--- config.mk ---
export PLATFORM = sky130hd
export DESIGN_NAME = pipe_result_collector
export DESIGN_NICKNAME = d
export VERILOG_FILES = /design/src/rtl/pipe_result_collector.sv
export SDC_FILE = /design/constraint.sdc
export NUM_CORES = 1
export LEC_CHECK = 0
export ABC_AREA = 1
export ABC_CLOCK_PERIOD_IN_PS = 2440
export CORE_MARGIN = 2
export CORE_UTILIZATION = 44
export DETAILED_ROUTE_END_ITERATION = 12
export SLEW_MARGIN = 10
export SYNTH_ARGS = -nofsm -noshare
export SYNTH_HDL_FRONTEND = slang
export SYNTH_SLANG_ARGS = --single-unit
--- constraint.sdc ---
create_clock -name clk -period 2.44 [get_ports clk]
set_input_delay 0.488 -clock clk [delete_from_list [all_inputs] [get_ports clk]]
set_output_delay 0.488 -clock clk [all_outputs]
set_load 0.01 [all_outputs]
--- src/rtl/pipe_result_collector.sv ---
// ---------------------------------------------------------------------------
// pipe_result_collector
//
// Collects results from a fixed-latency, non-stallable producer pipeline.
// Upstream may only launch an operation while a credit is held. Each
// launched operation's result is later parked in a DEPTH-entry FIFO until
// the consumer takes it. Credits are returned when a result leaves.
//
// Handshake: out_valid/out_ready follow strict valid/ready semantics. A
// transfer (pop) happens on a rising edge where out_valid and out_ready
// are both high. out_valid never depends on out_ready. res_valid has no
// ready; an arrival is always taken unless the buffer is full with no
// pop. issue is qualified only by issue_ok.
//
// Optional feature macro: PIPE_RESULT_COLLECTOR_BYPASS_EN
//   When it is defined, an arrival into an empty buffer is presented on
//   the output in the same cycle. When it is undefined, an arrival first
//   shows on the output on the cycle after it is stored.
//
// Parameters
//   n      result data width
//   DEPTH  buffer entries and credit pool size (power of two, >= 2)
//
// Ports
//   clk        rising-edge clock
//   rst        asynchronous active-low reset
//   gwe        global write enable; while low, no state is updated
//   issue      upstream launches one operation this cycle
//   issue_ok   a credit is available
//   res_valid  result arriving from the pipeline tail
//   res_data   arriving result value
//   out_valid  head result available
//   out_data   head result value (0 while nothing is available)
//   out_ready  consumer accepts the head result
//   err        sticky protocol-violation flag
//   count      current buffer occupancy
// ---------------------------------------------------------------------------
module pipe_result_collector #(
   parameter int n     = 16,
   parameter int DEPTH = 8
) (
   input  logic                     clk,
   input  logic                     rst,
   input  logic                     gwe,
   input  logic                     issue,
   output logic                     issue_ok,
   input  logic                     res_valid,
   input  logic [n-1:0]             res_data,
   output logic                     out_valid,
   output logic [n-1:0]             out_data,
   input  logic                     out_ready,
   output logic                     err,
   output logic [$clog2(DEPTH):0]   count
);

   localparam int AW = $clog2(DEPTH);
   localparam logic [AW:0] DEPTH_C = (AW+1)'(DEPTH);

   logic [AW:0]   credits_q, credits_d;
   logic [AW:0]   cnt_q, cnt_d;
   logic [AW-1:0] wr_ptr_q, rd_ptr_q;
   logic          err_q, err_d;
   logic [n-1:0]  mem [DEPTH];

   logic empty, full;
   logic pop, pop_fifo, push, drop, bypass;
   logic issue_acc, issue_bad;

   always_comb begin
      empty = (cnt_q == '0);
      full  = (cnt_q == DEPTH_C);

`ifdef PIPE_RESULT_COLLECTOR_BYPASS_EN
      // An arrival into an empty buffer is shown directly. The rst term
      // keeps out_valid low during reset even if res_valid is high.
      out_valid = !empty || (res_valid && rst);
      if (!empty)
         out_data = mem[rd_ptr_q];
      else if (res_valid && rst)
         out_data = res_data;
      else
         out_data = '0;
      bypass = empty && res_valid && out_ready;
`else
      out_valid = !empty;
      out_data  = empty ? '0 : mem[rd_ptr_q];
      bypass    = 1'b0;
`endif

      issue_ok  = (credits_q != '0);
      pop       = out_valid && out_ready;
      // A storage read happens only when the head comes from the FIFO.
      pop_fifo  = out_ready && !empty;
      // When the buffer is full, an arrival is accepted only together with
      // a pop. The write then lands in the slot being vacated.
      push      = res_valid && !bypass && (!full || pop_fifo);
      drop      = res_valid && full && !pop_fifo;
      issue_acc = issue && issue_ok;
      issue_bad = issue && !issue_ok;

      credits_d = credits_q + {{AW{1'b0}}, pop} - {{AW{1'b0}}, issue_acc};
      cnt_d     = cnt_q + {{AW{1'b0}}, push} - {{AW{1'b0}}, pop_fifo};
      err_d     = err_q || issue_bad || drop;
   end

   always_ff @(posedge clk or negedge rst) begin
      if (!rst) begin
         credits_q <= DEPTH_C;
         cnt_q     <= '0;
         wr_ptr_q  <= '0;
         rd_ptr_q  <= '0;
         err_q     <= 1'b0;
      end else if (gwe) begin
         credits_q <= credits_d;
         cnt_q     <= cnt_d;
         err_q     <= err_d;
         // Pointers wrap naturally because DEPTH is a power of two.
         if (push)
            wr_ptr_q <= wr_ptr_q + 1'b1;
         if (pop_fifo)
            rd_ptr_q <= rd_ptr_q + 1'b1;
      end
   end

   // Storage needs no reset. Stale entries are never visible because
   // out_data is forced to 0 while the buffer is empty.
   always_ff @(posedge clk) begin
      if (gwe && push)
         mem[wr_ptr_q] <= res_data;
   end

   assign err   = err_q;
   assign count = cnt_q;

endmodule

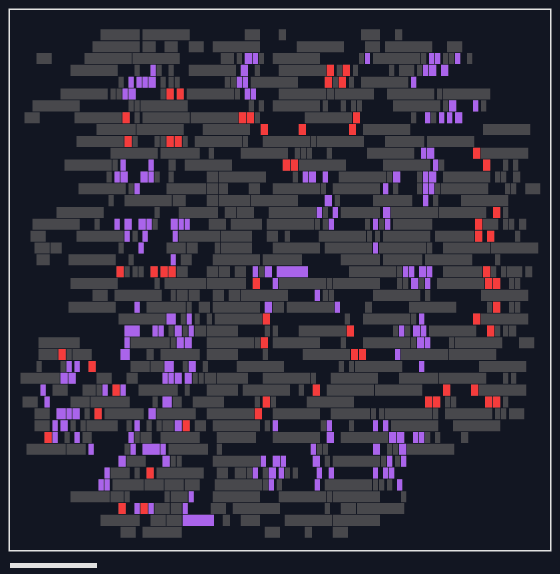
Figure 1: run 1, gate families picked out.
Bar = 20 um.
| family | colour | cells | most used |
|---|---|---|---|
| NAND gates | purple | 170 | nand2_1 |
| inverting AOI/OAI gates | red | 58 | o21ai_0 |
Comb area share: 0.222
non-filler instance count after layout: 883
most frequent logic cell in the layout: edfxtp_1

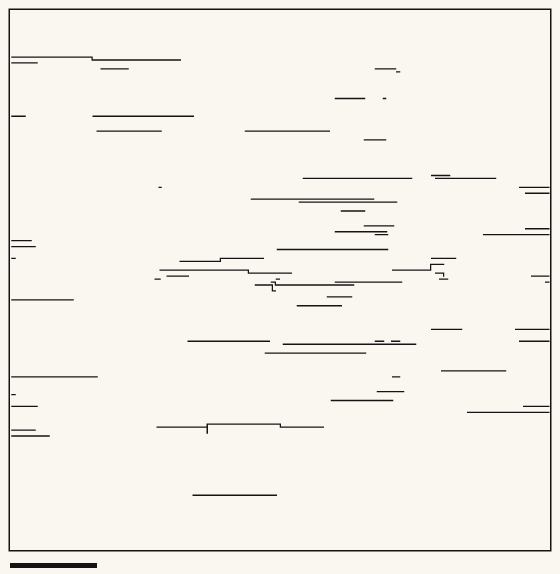
Figure 2: run 1, the metal 3 layer.
Bar = 20 um.
main direction: horizontal
wire length on this layer: 728 um
Routed WL: 14400 um
GR Util met3: 0.0522
Vias: 4397

==> changes_impl.md, run 1 <==
### Metrics

* Clk latency late pin at 420 ps
* Post-Syn Area per Cell at 10.4 um2
* Synth flops at 143
* Synth Cell Area at 6340 um2
* Max VDD drop at 0.000612 V
* Row cnt at 43
* Nets at 725
* WL met2 at 7140 um
* Worst hold slack at 395 ps
* Net Switching at 3.36 mW
* Chip Area at 15400 um2
* Top Layer Used: met4
* Finished Core Util at 0.564
* Final Hold Fails at 0
* Area of the core at 14000 um2
* Crit path max-delay cell type: dfrtp_2
* Register area at 4220 um2
* Hold Buf Count CTS at 0
* CTS tree: done
* Status: finished, final reports clean
* Chip Area, Yosys at 6340 um2
* Met1 wire length at 6300 um
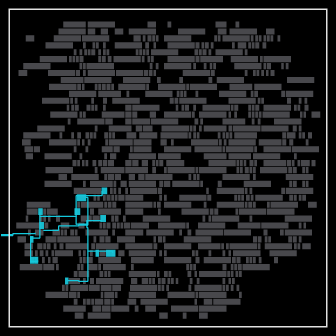
Figure 3: run 1, I/O nets highlighted.
| port | colour | direction | edge | end cells | buffers | wire |
|---|---|---|---|---|---|---|
| gwe | cyan | input | west | 13 | 2 | 158 um |
PortBufs: 44
Top Ports: 45

[run 1: timing repair]
item | 4_1_cts | 5_1_grt
endpoints found under the setup margin | 17 | 6
resized | 20 | 28
hold endpoints to repair | 0 | 0
cloned | 1 | 3
pin swaps | 1 | 2
setup buffers | 0 | 3
[run 1: power by group through the flow]
stage	clock network (mW)	logic [mW]	registers, mW
detailed placement	0	3.69	3.15
CTS	2.44	3.67	3.10
global placement	0	3.63	3.13
global route	2.55	4.31	3.15
finish	2.40	3.86	3.12
floorplan	0	2.21	3.11
[run 1: cell type report]
cell class / count / share of cell area
clock buffers: 22 / 0.0563
clock inverters: 10 / 0.0120
inverters: 72 / 0.0345
multi-input cells: 370 / 0.222
flip-flops and latches: 143 / 0.535
well taps: 180 / 0.0285
repair buffers: 86 / 0.112
[run 1: through the flow]
step	cell area (um2)	setup TNS, ps	instances
floorplan	6340	0	611
global placement	7230	0	844
detailed placement	7230	0	844
CTS	7800	-256	877
global route	7900	-22.7	883
finish	7900	0	883
[run 1: synthesized netlist by cell type]
cell / count
edfxtp_1: 128
nor2_1: 123
nand2_1: 114
inv_1: 70
o21ai_0: 54
nand3_1: 47
dfrtp_1: 14
buf_2: 11
ha_1: 11
clkbuf_1: 7
nand4_1: 4
xor2_1: 4
buf_4: 3
a21oi_1: 2
buf_1: 2
buf_6: 2
clkbuf_2: 2
fa_1: 2
nand2_4: 2
nor2_2: 2
o21ai_1: 2
clkinv_1: 1
dfstp_2: 1
inv_2: 1
nand2_2: 1
nand3_2: 1
[run 1: cells by family (layout without fill, tap and decap cells)]
kind of cell | after synthesis | in the layout | synth area share
simple gates | 294 | 295 | 0.189
flops | 143 | 143 | 0.666
buf+inv | 99 | 190 | 0.0653
compound gates | 58 | 58 | 0.0458
fa+ha+maj | 13 | 13 | 0.0280
xor+xnor | 4 | 4 | 0.00553
[run 1: sequential cells by signal, indices dropped and copies added, names as in the netlist]
name,count
wr_ptr_q,3
mem,128
rd_ptr_q,3
err,1
count,4
credits_q,4
[run 1: worst max-delay path, delay by kind of cell, from the launching register on]
family	cells	cell delay, ps
buffers and inverters	3	620
DFF	1	470
and+or+nand+nor	5	360
[run 1: worst max path at each step]
stage                 from      endpoint  slack, ps  depth (start not counted)
2_1_floorplan     count[2]     mem[0][0]        160                          8
3_3_place_gp     out_ready  credits_q[2]        100                         11
3_5_place_dp     out_ready  credits_q[2]         60                         11
4_1_cts        rd_ptr_q[1]   out_data[0]       -160                          7
5_1_grt        rd_ptr_q[0]  out_data[11]        -20                          7
6_report       rd_ptr_q[0]  out_data[11]         90                          8
[run 1: per-layer routing]
metal,global-route usage,vias to the layer above
li1,-,2171
met1,0.247,2102
met2,0.326,101
met3,0.0522,23
met4,0.0730,0
met5,0,-
Figure 4. Placement view (run 1).
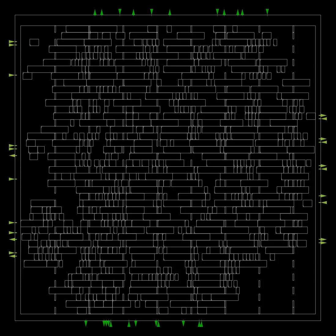

==> run 2: changes to the inputs <==
Settings changed: GPL_TIMING_DRIVEN set to 0, RECOVER_POWER set to 25.
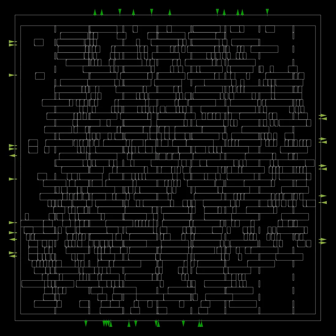
Figure 5: run 2, placement view.
Finished Core Util: 0.559
fill count: 1220
Flops: 143

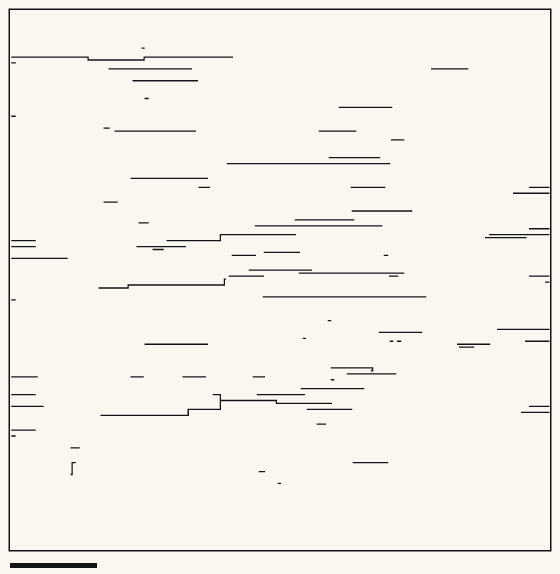
Figure 6: run 2, the metal 3 layer.
Bar = 20 um.
nets with wire on the layer: 53
longest straight run: 37.3 um
main direction: horizontal
share of all routed wire: 5.0%
Vias: 4439
GR Util met3: 0.0513

==> run 2 against run 1 <==
  * Count of clock-buffer cells in the layout unchanged
  * Final area down 0.89%
  * First-iteration DRC count grew 7.9%
  * Hold slack improved by 78 ps
  * Global-route usage up 1.0 points
  * Register-to-register slack lost 60 ps
  * Via count is 0.96% higher
  * Die area did not move
  * Total power down 0.10%
  * Non-clock buffer count grew 2
  * Sequential power is essentially flat
==> changes_impl.md, run 2 <==
### Metrics

* Status: finished, final reports clean
* Worst hold slack at 473 ps (+77.7 ps)
* Area fraction in mux cells at 0 (unchanged)
* Routed WL at 14900 um (+3.0%)
* Clk latency late pin at 420 ps (about the same)
* CTS tree: done
* Chip Area, Yosys at 6340 um2 (unchanged)
* Register share of total power at 0.330
* Fraction of layout cells with a size suffix above 1 at 0.152
* Adder Area Share at 0.0280 (unchanged)
* Crit path max-delay cell type: clkdlybuf4s50_1
* Row cnt at 43 (unchanged)
* Most frequent logic cell in the layout: edfxtp_1
* Async SR Flop Fraction at 0.105 (unchanged)
* Max VDD drop at 0.000734 V (+20%)
* CTS max path bufs at 2
* Count of library flops with an enable pin at 128 (unchanged)
* Final Hold Fails at 0 (unchanged)
* Most common cell in the synthesized netlist: edfxtp_1
* Max FFs per register at 128 (unchanged)
* CTS Root Cell: clkbuf_16
* Critical Path Sink Type: output pin
* Largest family of logic cells by area: simple AND/OR/NAND/NOR gates
* Synth flops at 143 (unchanged)
* Xor/xnor share at 0.00553 (unchanged)
* Nets at 726 (+0.14%)
* Area leader, netlist: edfxtp_1
* Synth Cell Area at 6340 um2 (unchanged)
* Hold Buf Count CTS at 0 (unchanged)
* Top Ports at 45 (unchanged)
* Ao+oa area frac at 0.0458 (unchanged)
* Most used flip-flop cell: edfxtp_1
* Worst Clk Skew at 4.31 ps
* Max Slew Vio Count at 0
* DR vias/cell at 5.03
* PortBufs at 44 (unchanged)
* Post-Syn Area per Cell at 10.4 um2 (unchanged)
* Worst Reg-to-Reg Cells at 10
* Post-synth top cells: 128 x edfxtp_1, 123 x nor2_1, 114 x nand2_1
* Clock transition at path regs at 60 ps
* First drt pass iteration count at 4
* Net Switching at 3.43 mW (+2.2%)
* GRT Overall Usage at 0.206
* Register area at 4220 um2 (about the same)
* Chip Area at 15400 um2 (unchanged)
* Area fraction in and, or, nand and nor cells at 0.189 (unchanged)
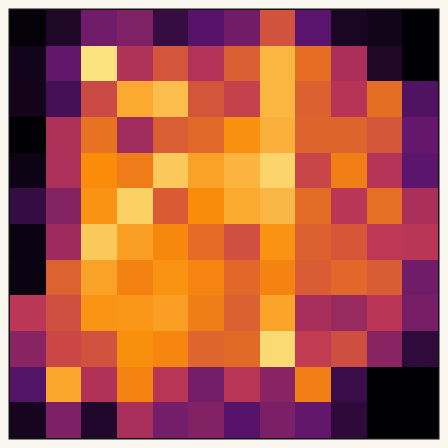
Figure 7: run 2, cell area per tile.
12 x 12 tiles, from black (low) to pale yellow (high), 0 to 100% covered.
fullest tile: 94%
emptiest ninth of the die: south-east
tiles over 75% full: 19%
nearly empty tiles: 5.6%
FP Util: 0.453
area of the core: 14000 um2

==> run 2: cell counts after synthesis <==
No cell type changed its count.
==> run 2: power by group through the flow <==
stage | Combinational [mW] | Sequential, mW | Clock (mW)
2_1_floorplan | 2.21 | 3.11 | 0
3_3_place_gp | 3.62 | 3.12 | 0
3_5_place_dp | 3.76 | 3.12 | 0
4_1_cts | 3.81 | 3.08 | 2.44
5_1_grt | 4.32 | 3.12 | 2.53
6_report | 3.86 | 3.09 | 2.42
==> run 2: critical path: cells and delay by family, from the launching register on <==
kind,cells,cell delay (ps)
fa+ha+maj,1,180
flops,1,380
buf+inv,3,790
simple gates,1,90
==> run 2: timing repair <==
item                       4_1_cts  5_1_grt
resized                         77       39
setup endpoints to repair       17       55
hold endpoints to repair         0        0
setup buffers                    6        2
gates cloned                     0        1
pin swaps                        1        9
==> run 2: cell families (layout without fill, tap and decap cells) <==
family / Yosys count / count (layout)
AND-OR/OR-AND: 58 / 58
XOR/XNOR: 4 / 4
adder cells (fa/ha/maj): 13 / 13
buffers and inverters: 99 / 191
flip-flops: 143 / 143
AND/OR/NAND/NOR: 294 / 294
==> run 2: cell type report <==
class	count	share of cell area
buffer	27	0.0313
clock buffer	22	0.0568
clock inverter	9	0.0120
inverter	72	0.0357
multi-input combinational	369	0.225
sequential	143	0.539
tap	180	0.0288
timing repair buffer	61	0.0711
==> run 2: path summary, 6_finish.rpt <==
check	end	from	slack, ps
min in group asynchronous	wr_ptr_q[1]	rst	550
max in group asynchronous	rd_ptr_q[1]	rst	1330
worst min register to register	err	err	470
worst max-delay path	out_valid	count[3]	80
worst min-delay path	err	err	470
worst max register to register	mem[3][15]	count[3]	150
==> run 2: through the flow <==
| stage | power [mW] | cells | setup WS (ps) | instance area [um2] | TNS (ps) |
|---|---|---|---|---|---|
| 6_report | 9.37 | 883 | 81.7 | 7830 | 0 |
| 4_1_cts | 9.32 | 880 | 0.267 | 7770 | 0 |
| 3_5_place_dp | 6.88 | 843 | -237 | 7140 | -3870 |
| 3_3_place_gp | 6.73 | 835 | -833 | 7000 | -92370 |
| 5_1_grt | 9.98 | 883 | -14.6 | 7830 | -29.2 |
| 2_1_floorplan | 5.32 | 611 | 156 | 6340 | 0 |
==> run 2: metal layers <==
| metal | global-route usage | routed length (um) |
|---|---|---|
| met1 | 0.263 | 6530 |
| met4 | 0.0941 | 328 |
| met5 | 0 | 0 |
| met2 | 0.333 | 7280 |
| met3 | 0.0513 | 749 |
Power and IR drop assume default switching activity.
